ff_map.png
Bar = 20 um.
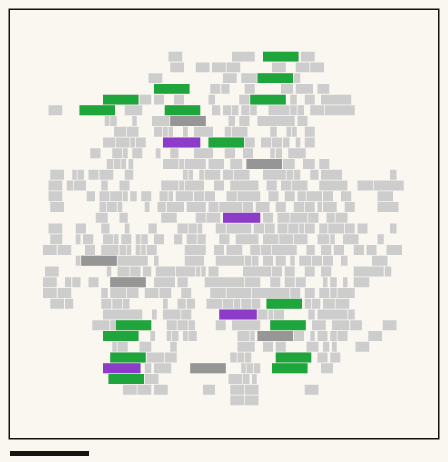
layers.png
Bar = 20 um.
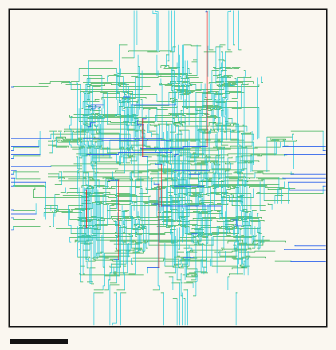
gates.png
Bar = 20 um.
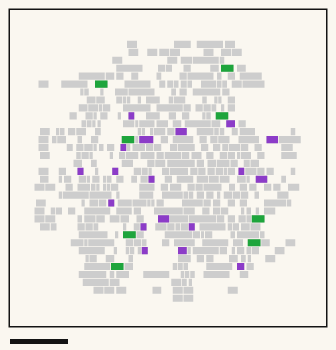
<file path="src/rtl/bcd_updown_counter_n_pkg.sv">
// Shared BCD constants and helpers for the N-digit up/down counter.
package bcd_updown_counter_n_pkg;
   localparam int         BCD_W    = 4;
   localparam logic [3:0] BCD_MAX  = 4'd9;
   localparam logic [3:0] BCD_ZERO = 4'd0;

   // Non-decimal nibbles (A..F) saturate to 9 on load.
   function automatic logic [BCD_W-1:0] bcd_clamp(input logic [BCD_W-1:0] digit);
      return (digit > BCD_MAX) ? BCD_MAX : digit;
   endfunction
endpackage

</file>
<file path="src/rtl/bcd_updown_counter_n_if.sv">
// Control/status bundle between the button pulse chain and the BCD counter.
interface bcd_updown_counter_n_if #(parameter int DIGITS = 4);
   logic                clear;
   logic                set9;
   logic                load;
   logic [4*DIGITS-1:0] load_value;
   logic [DIGITS-1:0]   up;
   logic [DIGITS-1:0]   down;
   logic                wrap_en;
   logic [4*DIGITS-1:0] value;
   logic                at_max;
   logic                at_min;
   logic                overflow;
   logic                underflow;

   modport master (
      output clear, set9, load, load_value, up, down, wrap_en,
      input  value, at_max, at_min, overflow, underflow
   );

   modport slave (
      input  clear, set9, load, load_value, up, down, wrap_en,
      output value, at_max, at_min, overflow, underflow
   );
endinterface

</file>
<file path="src/rtl/bcd_digit_cell.sv">
// One BCD digit: register plus combinational increment/decrement with carry/borrow.
module bcd_digit_cell
   import bcd_updown_counter_n_pkg::*;
(
   input  logic             clock,
   input  logic             reset,
   input  logic             inc,
   input  logic             dec,
   input  logic             clear,
   input  logic             set9,
   input  logic             load,
   input  logic [BCD_W-1:0] load_digit,
   input  logic             commit,
   output logic [BCD_W-1:0] digit,
   output logic             is9,
   output logic             is0,
   output logic             carry_out,
   output logic             borrow_out
);
   logic [BCD_W-1:0] digit_reg;
   logic [BCD_W-1:0] digit_next;
   logic             is9_reg;
   logic             is0_reg;

   always_comb begin
      digit_next = digit_reg;
      if (clear)
         digit_next = BCD_ZERO;
      else if (set9)
         digit_next = BCD_MAX;
      else if (load)
         digit_next = bcd_clamp(load_digit);
      else if (commit && inc)
         digit_next = is9_reg ? BCD_ZERO : digit_reg + 4'd1;
      else if (commit && dec)
         digit_next = is0_reg ? BCD_MAX : digit_reg - 4'd1;
   end

   // The 9/0 flags are registered from the next-state digit so they line up with digit_reg.
   always_ff @(posedge clock or posedge reset) begin
      if (reset) begin
         digit_reg <= BCD_ZERO;
         is9_reg   <= 1'b0;
         is0_reg   <= 1'b1;
      end else begin
         digit_reg <= digit_next;
         is9_reg   <= (digit_next == BCD_MAX);
         is0_reg   <= (digit_next == BCD_ZERO);
      end
   end

   assign digit      = digit_reg;
   assign is9        = is9_reg;
   assign is0        = is0_reg;
   assign carry_out  = inc & is9_reg;
   assign borrow_out = dec & is0_reg;
endmodule

</file>
<file path="src/rtl/bcd_updown_counter_n.sv">
// N-digit BCD up/down counter with per-digit steps, saturate/wrap mode, load and flags.
module bcd_updown_counter_n
   import bcd_updown_counter_n_pkg::*;
#(
   parameter int DIGITS = 4
) (
   input  logic                   clock,
   input  logic                   reset,
   bcd_updown_counter_n_if.slave  bus
);
   logic [DIGITS-1:0] up_sel;
   logic [DIGITS-1:0] down_sel;
   logic [DIGITS-1:0] inc;
   logic [DIGITS-1:0] dec;
   logic [DIGITS-1:0] carry;
   logic [DIGITS-1:0] borrow;
   logic [DIGITS-1:0] is9;
   logic [DIGITS-1:0] is0;
   logic              step_up;
   logic              step_down;
   logic              ctrl_any;
   logic              top_carry;
   logic              top_borrow;
   logic              commit;
   logic              overflow_reg;
   logic              underflow_reg;

   // Simultaneous up and down requests cancel; otherwise the lowest set bit is isolated.
   assign step_up   = (|bus.up) & ~(|bus.down);
   assign step_down = (|bus.down) & ~(|bus.up);
   assign up_sel    = step_up   ? (bus.up   & (~bus.up   + DIGITS'(1))) : '0;
   assign down_sel  = step_down ? (bus.down & (~bus.down + DIGITS'(1))) : '0;

   assign ctrl_any   = bus.clear | bus.set9 | bus.load;
   assign top_carry  = carry[DIGITS-1];
   assign top_borrow = borrow[DIGITS-1];
   assign commit     = ~((top_carry | top_borrow) & ~bus.wrap_en);

   generate
      for (genvar gi = 0; gi < DIGITS; gi++) begin : g_digit
         if (gi == 0) begin : g_lsd
            assign inc[gi] = up_sel[gi];
            assign dec[gi] = down_sel[gi];
         end else begin : g_chain
            assign inc[gi] = up_sel[gi]   | carry[gi-1];
            assign dec[gi] = down_sel[gi] | borrow[gi-1];
         end

         bcd_digit_cell u_cell (
            .clock      (clock),
            .reset      (reset),
            .inc        (inc[gi]),
            .dec        (dec[gi]),
            .clear      (bus.clear),
            .set9       (bus.set9),
            .load       (bus.load),
            .load_digit (bus.load_value[gi*BCD_W +: BCD_W]),
            .commit     (commit),
            .digit      (bus.value[gi*BCD_W +: BCD_W]),
            .is9        (is9[gi]),
            .is0        (is0[gi]),
            .carry_out  (carry[gi]),
            .borrow_out (borrow[gi])
         );
      end
   endgenerate

   always_ff @(posedge clock or posedge reset) begin
      if (reset) begin
         overflow_reg  <= 1'b0;
         underflow_reg <= 1'b0;
      end else begin
         overflow_reg  <= top_carry  & ~ctrl_any;
         underflow_reg <= top_borrow & ~ctrl_any;
      end
   end

   assign bus.at_max    = &is9;
   assign bus.at_min    = &is0;
   assign bus.overflow  = overflow_reg;
   assign bus.underflow = underflow_reg;
endmodule

</file>
<file path="src/flat_wrapper.sv">
// flat-port wrapper written by rule: the top's interface ports become plain ports
module bcd_updown_counter_n_flat import bcd_updown_counter_n_pkg::*;
#(
   parameter int DIGITS = 4
)
  (clock, reset, bus_clear, bus_set9, bus_load, bus_load_value, bus_up, bus_down, bus_wrap_en, bus_value, bus_at_max, bus_at_min, bus_overflow, bus_underflow);
  bcd_updown_counter_n_if #(.DIGITS(DIGITS)) bus_i ();
  input  logic clock;
  input  logic reset;
  input wire logic [$bits(bus_i.clear)-1:0] bus_clear;
  input wire logic [$bits(bus_i.set9)-1:0] bus_set9;
  input wire logic [$bits(bus_i.load)-1:0] bus_load;
  input wire logic [$bits(bus_i.load_value)-1:0] bus_load_value;
  input wire logic [$bits(bus_i.up)-1:0] bus_up;
  input wire logic [$bits(bus_i.down)-1:0] bus_down;
  input wire logic [$bits(bus_i.wrap_en)-1:0] bus_wrap_en;
  output wire logic [$bits(bus_i.value)-1:0] bus_value;
  output wire logic [$bits(bus_i.at_max)-1:0] bus_at_max;
  output wire logic [$bits(bus_i.at_min)-1:0] bus_at_min;
  output wire logic [$bits(bus_i.overflow)-1:0] bus_overflow;
  output wire logic [$bits(bus_i.underflow)-1:0] bus_underflow;
  assign bus_i.clear = bus_clear;
  assign bus_i.set9 = bus_set9;
  assign bus_i.load = bus_load;
  assign bus_i.load_value = bus_load_value;
  assign bus_i.up = bus_up;
  assign bus_i.down = bus_down;
  assign bus_i.wrap_en = bus_wrap_en;
  assign bus_value = bus_i.value;
  assign bus_at_max = bus_i.at_max;
  assign bus_at_min = bus_i.at_min;
  assign bus_overflow = bus_i.overflow;
  assign bus_underflow = bus_i.underflow;
  bcd_updown_counter_n #(.DIGITS(DIGITS)) u_core (.clock(clock), .reset(reset), .bus(bus_i));
endmodule
</file>
<file path="config.mk">
export PLATFORM = sky130hd
export DESIGN_NAME = bcd_updown_counter_n_flat
export DESIGN_NICKNAME = d
export VERILOG_FILES = /design/src/rtl/bcd_updown_counter_n_pkg.sv /design/src/rtl/bcd_updown_counter_n_if.sv /design/src/rtl/bcd_digit_cell.sv /design/src/rtl/bcd_updown_counter_n.sv /design/src/flat_wrapper.sv
export SDC_FILE = /design/constraint.sdc
export NUM_CORES = 1
export LEC_CHECK = 0
export ABC_CLOCK_PERIOD_IN_PS = 2230
export CAP_MARGIN = 40
export CELL_PAD_IN_SITES_DETAIL_PLACEMENT = 0
export CELL_PAD_IN_SITES_GLOBAL_PLACEMENT = 2
export CORE_MARGIN = 8
export CORE_UTILIZATION = 27
export CTS_CLUSTER_SIZE = 8
export DETAILED_ROUTE_END_ITERATION = 10
export PLACE_DENSITY = 0.82
export SYNTH_ARGS = -nofsm -noshare
export SYNTH_HDL_FRONTEND = slang
export SYNTH_SLANG_ARGS = --single-unit
</file>
<file path="constraint.sdc">
create_clock -name clock -period 2.23 [get_ports clock]
set_input_delay 0.446 -clock clock [delete_from_list [all_inputs] [get_ports clock]]
set_output_delay 0.446 -clock clock [all_outputs]
set_load 0.02 [all_outputs]
</file>
==> run summary <==
flow finished, numbers: top cell family by delay on the critical path AND-OR/OR-AND gates, CTS tree done, Synth area leader dfrtp_1, Pwr per Cell Area 358.4 nW/um^2, Routed WL per cell 17.42 um, Finished Core Util 0.4930, Post-synth EDFFs 0, Synth cell types 64, Seq. pwr 557 uW, Leakage 0.001697 uW, largest net degree at the start of global routing 27, Tightest Hold Check Type input pin to async pin, # setup viols final 11, Worst IR Drop VDD 0.0002105 V, DP Area 3461 um^2, met2 WL 4380 um, Top non-seq family AND-OR/OR-AND gates, CTS H-tree depth 1, Post-route DRC 0, Worst-Margin Slew 0.6615 ns, Detail Route met3 WL 409 um, Crit Path Max Fanout 5, GR Util met1 0.1996, Max-area cell share 0.2390, Ant. Diodes 0, number of antenna violations at the first check in global routing 0, Clock Power Share 0.220, yosys simple share 0.2471, outcome finished, violations left, Commonest Layout Cell buf_4, yosys cell count 281, layout cells sized above 1 0.4071, logic share of the area 0.4616, synth warn 0, Synthesized Nets 319, ClkCell Share 0.01352, Post-Layout Inst Area 4071 um^2, n_taps 105, most frequent cell after synthesis inv_1, IO Port Bufs 49, met1 WL 4214 um, met3 GRT Util 0.01963, main area contributors after synthesis dfrtp_1 (24%), dfstp_2 (4.6%), ha_1 (4.3%), failing checks negative setup slack, CTS clk-pin slew, worst paths 0.10 ns, Worst setup EP type flip-flop, WP data required 2.41 ns, setup TNS -0.8184 ns, Tool Warnings 33, Comb power 582 uW, Max-slew headroom 0.5574, fin. max-slew vios 0, die width 108.4 um, Power Total 1459 uW, Post-CTS Hold Buffers 0, Comb pwr share 0.399, Setup crit start u_core.g_digit[2].u_cell.is0$_DFF_PP1_, die area 11740 um^2, internal cell power 958.0 uW, I/O Pins 50, Worst R2R Setup Slack -0.15 ns, final hold violation count 0, reg2reg path depth 8, Largest register FFs 16, ys flops 26, Top power group combinational cells, total CTS buffers 3, vias per cell 5.276, Seq pwr share 0.382, Worst EP arrival 2.56 ns, first-pass GRT wire length 14720 um, Synth async-reset ratio 1.000, Post-Layout Cell Count 525, most used routing layer met2, final worst setup slack -0.1477 ns, gpl congestion 0.8762, fin nets 459
Notes on ff_map.png above:
| color | signal | sequential cells |
|---|---|---|
| green | `u_core.g_digit.u_cell.digit` | 16 |
| purple | `u_core.g_digit.u_cell.is0` | 4 |
not colored: 6

Notes on layers.png above:
| color | layer | wire length |
|---|---|---|
| blue | M3 | 409 um |
| cyan | M2 | 4380 um |
| green | M1 | 4210 um |
| red | M4 | 142 um |

Notes on gates.png above:
| color | family | cells |
|---|---|---|
| purple | and/or cells | 18 |
| green | fa/ha/maj cells | 8 |

Power figures rest on the tool's default switching activity, not on a simulated workload.
